`src/rtl/rfphoenix_alu_arb.sv`:
```
// Round-robin arbiter plus issue stage sharing one ALU among NREQ requesters.
// Define RFPHOENIX_ALU_ARB_OUTREG_EN to add a registered result stage (latency 2).

package rfphoenix_alu_arb_pkg;
  typedef logic [31:0] value_t;

  typedef struct packed {
    logic [5:0]  opcode;
    logic [4:0]  rd;
    logic [4:0]  ra;
    logic [4:0]  rb;
    logic [10:0] func;
  } instruction_t;

  localparam logic [5:0]  OP_R2    = 6'h00;
  localparam logic [5:0]  OP_ADDI  = 6'h08;
  localparam logic [10:0] OP_R1    = 11'h001;
  localparam logic [4:0]  OP_PEEKQ = 5'h01;
  localparam logic [4:0]  OP_POPQ  = 5'h02;
  localparam logic [4:0]  OP_STATQ = 5'h03;
endpackage

module rfphoenix_alu_arb
  import rfphoenix_alu_arb_pkg::*;
#(
  parameter int NREQ = 4,
  parameter int TAGW = $clog2(NREQ)
) (
  input  logic                       clk,
  input  logic                       rst_n,
  input  logic [NREQ-1:0]            req_valid,
  output logic [NREQ-1:0]            req_ready,
  input  instruction_t [NREQ-1:0]    req_ir,
  input  value_t [NREQ-1:0]          req_a,
  input  value_t [NREQ-1:0]          req_b,
  input  value_t [NREQ-1:0]          req_c,
  input  value_t [NREQ-1:0]          req_t,
  input  value_t [NREQ-1:0]          req_imm,
  output instruction_t               alu_ir,
  output value_t                     alu_a,
  output value_t                     alu_b,
  output value_t                     alu_c,
  output value_t                     alu_t,
  output value_t                     alu_imm,
  input  value_t                     alu_o,
  output logic                       res_valid,
  input  logic                       res_ready,
  output logic [TAGW-1:0]            res_tag,
  output value_t                     res_o,
  output logic                       trace_pop
);

  function automatic logic is_popq(input logic [5:0] opcode, input logic [10:0] func,
                                   input logic [4:0] rb, input logic [3:0] imm_lo);
    return (opcode == OP_R2) && (func == OP_R1) && (rb == OP_POPQ) && (imm_lo == 4'hF);
  endfunction

  logic [NREQ-1:0] grant;
  logic [TAGW-1:0] grant_tag;
  logic            any_grant;
  logic [TAGW-1:0] last_grant;
  logic [TAGW-1:0] rr_tag;
  int              rr_idx;

  logic            s1_retire;
  logic            s1_adv;
  logic            accept;

  logic            vld_p1;
  logic [TAGW-1:0] tag_p1;
  instruction_t    ir_p1;
  value_t          a_p1;
  value_t          b_p1;
  value_t          c_p1;
  value_t          t_p1;
  value_t          imm_p1;

  // Scan starts one past the last accepted requester, so a stalled winner keeps its turn.
  always_comb begin
    grant     = '0;
    grant_tag = '0;
    any_grant = 1'b0;
    rr_idx    = 0;
    rr_tag    = '0;
    for (int k = 1; k <= NREQ; k++) begin
      rr_idx = (int'(last_grant) + k) % NREQ;
      rr_tag = TAGW'(rr_idx);
      if (!any_grant && req_valid[rr_tag]) begin
        any_grant     = 1'b1;
        grant[rr_tag] = 1'b1;
        grant_tag     = rr_tag;
      end
    end
  end

`ifdef RFPHOENIX_ALU_ARB_OUTREG_EN
  logic            vld_p2;
  logic [TAGW-1:0] tag_p2;
  value_t          res_p2;

  assign s1_retire = vld_p1 & (~vld_p2 | res_ready);
`else
  assign s1_retire = vld_p1 & res_ready;
`endif

  // Gating with rst_n keeps req_ready low for the whole reset window.
  assign s1_adv    = rst_n & (~vld_p1 | s1_retire);
  assign accept    = any_grant & s1_adv;
  assign req_ready = s1_adv ? grant : '0;

  // ---- p0 -> p1: issue stage capture ----
  always_ff @(posedge clk or negedge rst_n) begin
    if (!rst_n) begin
      vld_p1     <= 1'b0;
      tag_p1     <= '0;
      ir_p1      <= '0;
      a_p1       <= '0;
      b_p1       <= '0;
      c_p1       <= '0;
      t_p1       <= '0;
      imm_p1     <= '0;
      last_grant <= TAGW'(NREQ - 1);
    end else begin
      if (s1_adv) vld_p1 <= accept;
      if (accept) begin
        tag_p1     <= grant_tag;
        ir_p1      <= req_ir[grant_tag];
        a_p1       <= req_a[grant_tag];
        b_p1       <= req_b[grant_tag];
        c_p1       <= req_c[grant_tag];
        t_p1       <= req_t[grant_tag];
        imm_p1     <= req_imm[grant_tag];
        last_grant <= grant_tag;
      end
    end
  end

  assign alu_ir  = ir_p1;
  assign alu_a   = a_p1;
  assign alu_b   = b_p1;
  assign alu_c   = c_p1;
  assign alu_t   = t_p1;
  assign alu_imm = imm_p1;

  // Strobe only on the retiring edge, so a POPQ held in S1 pops exactly once.
  assign trace_pop = s1_retire & is_popq(ir_p1.opcode, ir_p1.func, ir_p1.rb, imm_p1[3:0]);

`ifdef RFPHOENIX_ALU_ARB_OUTREG_EN
  // ---- p1 -> p2: result register, unload and reload on the same edge ----
  always_ff @(posedge clk or negedge rst_n) begin
    if (!rst_n) begin
      vld_p2 <= 1'b0;
      tag_p2 <= '0;
      res_p2 <= '0;
    end else if (s1_retire) begin
      vld_p2 <= 1'b1;
      tag_p2 <= tag_p1;
      res_p2 <= alu_o;
    end else if (res_ready) begin
      vld_p2 <= 1'b0;
    end
  end

  assign res_valid = vld_p2;
  assign res_tag   = tag_p2;
  assign res_o     = res_p2;
`else
  assign res_valid = vld_p1;
  assign res_tag   = tag_p1;
  assign res_o     = alu_o;
`endif

endmodule

```
`config.mk`:
```
export PLATFORM = sky130hd
export DESIGN_NAME = rfphoenix_alu_arb
export DESIGN_NICKNAME = d
export VERILOG_FILES = /design/src/rtl/rfphoenix_alu_arb.sv
export SDC_FILE = /design/constraint.sdc
export NUM_CORES = 1
export LEC_CHECK = 0
export CELL_PAD_IN_SITES_DETAIL_PLACEMENT = 1
export CELL_PAD_IN_SITES_GLOBAL_PLACEMENT = 1
export CORE_AREA = 2 2 410 412
export DETAILED_ROUTE_END_ITERATION = 7
export DIE_AREA = 0 0 412 414
export GPL_TIMING_DRIVEN = 0
export PLACE_DENSITY_LB_ADDON = 0.1
export SYNTH_ARGS = -nofsm -noshare
export SYNTH_HDL_FRONTEND = slang
export SYNTH_SLANG_ARGS = --single-unit
```
`constraint.sdc`:
```
create_clock -name clk -period 5.1 [get_ports clk]
set_input_delay 0.51 -clock clk [delete_from_list [all_inputs] [get_ports clk]]
set_output_delay 0.51 -clock clk [all_outputs]
set_load 0.05 [all_outputs]
```
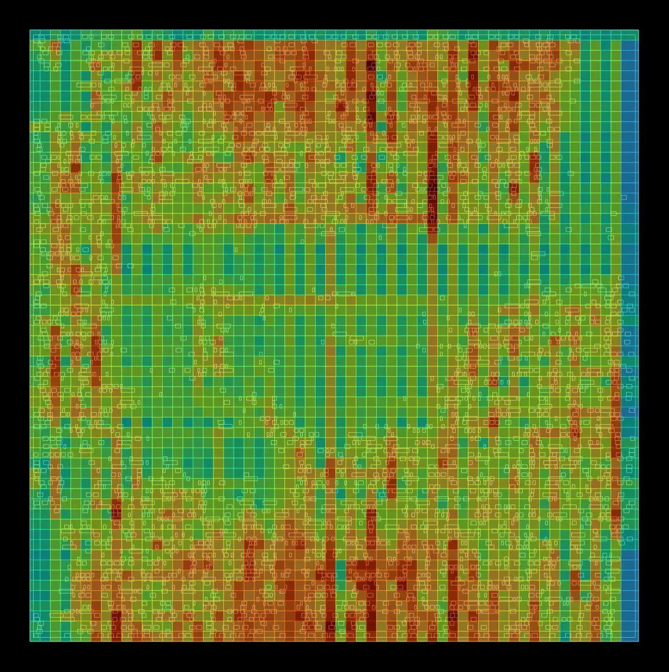
Fig. 1. Congestion heat map.
GR Layer Usage met1: 25.1%
global router's overall resource usage: 19.5%
wire length per cell after detailed routing: 30.5 um
grt met2 use: 33.5%
met3 global-route usage: 3.59%

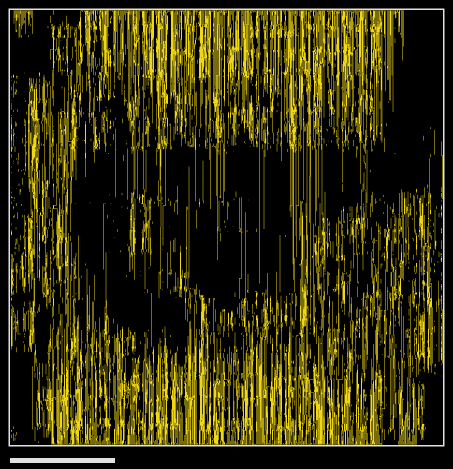
Fig. 2. Signal wires on met2.
Scale bar: 100 um.
3709 nets have wire on it. The layer carries 85.0 mm of wire. The layer holds 49% of the routed length.

==> results.txt <==
Status on the layout run. By instance count after routing, the leading logic cell types are sky130_fd_sc_hd__clkdlybuf4s50_1, sky130_fd_sc_hd__nand2_1, sky130_fd_sc_hd__o211ai_1, sky130_fd_sc_hd__clkbuf_1, sky130_fd_sc_hd__dfrtp_1. After synthesis, the netlist uses 47 different library cells. The worst setup path is captured at a register. Chip area landed at 171000 um2. For the worst reg-to-reg path, the startpoint reported by OpenROAD is last_grant[0]$_DFFE_PN1P_. Yosys synthesis warning count landed at 0. Post-synthesis share of cell area spent on xor and xnor gates landed at 0%.

Grouping non-sequential cells by family puts the most area in AND-OR/OR-AND gates. Count of state elements after synthesis landed at 197. Tightest slew margin relative to the limit landed at 12.4%. Logic depth along the worst register-to-register path is recorded as 14. Area share of the leading cell type in the synthesized netlist landed at 27.5%. DRC violations left landed at 0. The area recorded from the Yosys report for this design is 17700 um2. In the Yosys report the total cell count is 2363.

Among cell families on the critical path, the largest total delay comes from buffers and inverters. The cell sitting at the root of the clock tree is a sky130_fd_sc_hd__clkbuf_16. Sequential area share after synthesis landed at 27.8%. Path length in cells of the critical path landed at 14. Peak clock frequency supported by timing landed at 0.207 GHz. At floorplan, the net count of the design was reported as 3178.

Half-perimeter wire length of the detailed placement result landed at 141000 um. Mux share of post-synthesis cell area landed at 0.741%. The capture point of the worst register-to-register path is recorded as alu_imm[2]$_DFFE_PN0P_. After Yosys synthesis, AND-OR and OR-AND compound gates account for 43.2% of the synthesized area. Cells with a size suffix above 1 make up 5.55% of the layout.

In this run the tool buffered the top-level ports with 1004 buffer cells. The required time at the worst endpoint is listed as 5.48 ns. Tracing the worst setup path back leads to its startpoint at last_grant[0]$_DFFE_PN1P_.

After global routing the overflow that remains totals 0. The flow ran to the end, and the final reports show no timing, DRC or antenna violations. The final layout contains 4208 nets. The worst path needs 4.82 ns of the cycle, external delays included. The timing report shows that the slowest cell on the worst path is sky130_fd_sc_hd__nor3_1. Area share of fa/ha/maj cells after synthesis landed at 0.564%. Maximum number of pins on one net before global-route repair landed at 80. Total negative setup slack landed at 0 ns. STA classifies the critical path startpoint as a register. Yosys mapped a number of flops with a built-in enable equal to 0. Slew of the pin with the lowest slew margin landed at 1.31 ns.

After clock tree synthesis, the clock-pin slew on the worst setup and hold paths is 0.09 ns. Per the post-synthesis stats, the area per cell is 7.51 um2. The final timing summary puts the cycle share of the worst path at 94.6%. Per the synth stats, the flop cell with the highest instance count is sky130_fd_sc_hd__dfrtp_1. Post-CTS repair timing setup buffer count landed at 0. Number of cells upsized or downsized after cts landed at 41. Average via count per standard cell landed at 4.31.

Checking hold timing, the worst path is listed with class register to register. The clock arrives with 0.0207 ns of skew.
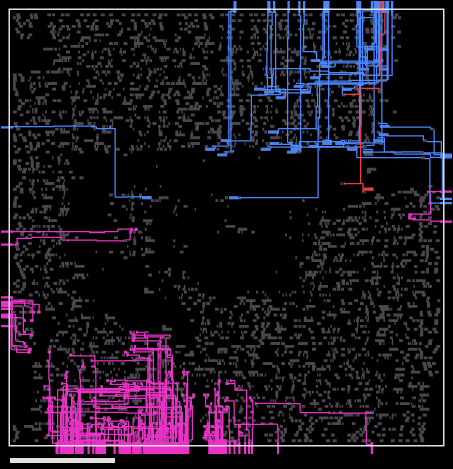
Fig. 3. I/O nets highlighted.
Scale bar: 100 um.
Key: res_valid = red [bits 1, direction output, edge top, end cells 1, buffers 1, wire 246 um]; req_t = magenta [bits 128, direction input, edge 114 bottom, 12 left, 2 right, end cells 160, buffers 128, wire 8340 um]; alu_ir = blue [bits 32, direction output, edge 26 top, 5 right, 1 left, end cells 32, buffers 32, wire 4550 um]

cell type report:
| type | count | area (um2) |
|---|---|---|
| fillers | 19800 | 135000 |
| multi-input cells | 1803 | 11300 |
| repair buffers | 1012 | 10200 |
| flip-flops and latches | 197 | 4930 |
| well taps | 2204 | 2760 |
| plain buffers | 356 | 1610 |
| clock buffers | 18 | 439 |
| clock inverters | 13 | 159 |
| diodes | 36 | 90.1 |
| inverters | 6 | 23.8 |
power by group:
| part | total, mW | internal [mW] | switching [mW] |
|---|---|---|---|
| combinational | 20.2 | 5.97 | 14.2 |
| clock | 1.64 | 0.755 | 0.884 |
| sequential | 2.96 | 2.38 | 0.576 |
state kept, by name, summed over array words and instances (netlist names):
| register | flops |
|---|---|
| alu_t | 32 |
| alu_b | 32 |
| res_valid | 1 |
| res_tag | 2 |
| alu_a | 32 |
| alu_imm | 32 |
| alu_ir | 32 |
| alu_c | 32 |
| last_grant | 2 |
cells by family after synthesis:
logic type	after synthesis
adder cells (fa/ha/maj)	8
flip-flops	197
buffers and inverters	363
multiplexers	8
AND/OR/NAND/NOR	801
AND-OR/OR-AND	986
stage by stage:
step	instances	instance area [um2]	worst slack, ns	util, %
final	5645	31500	0.276	18.9
after global routing	5630	31400	0.0530	18.9
after CTS	5609	31300	0.0154	18.8
after detailed placement	5577	30700	-0.825	18.4
after global placement	5571	30500	-11.05	18.4
after floorplan	2363	17700	0.968	-
metal layers:
metal  share of wire [%]  GRT usage (%)  vias to the layer above
li1                    -              -                    11100
met1                  44           25.1                    12200
met2                  49           33.5                      764
met3                 4.9           3.59                      153
met4                 2.0           4.84                       32
met5                0.12              0                        -
Power is estimated from default activity; no workload was simulated.
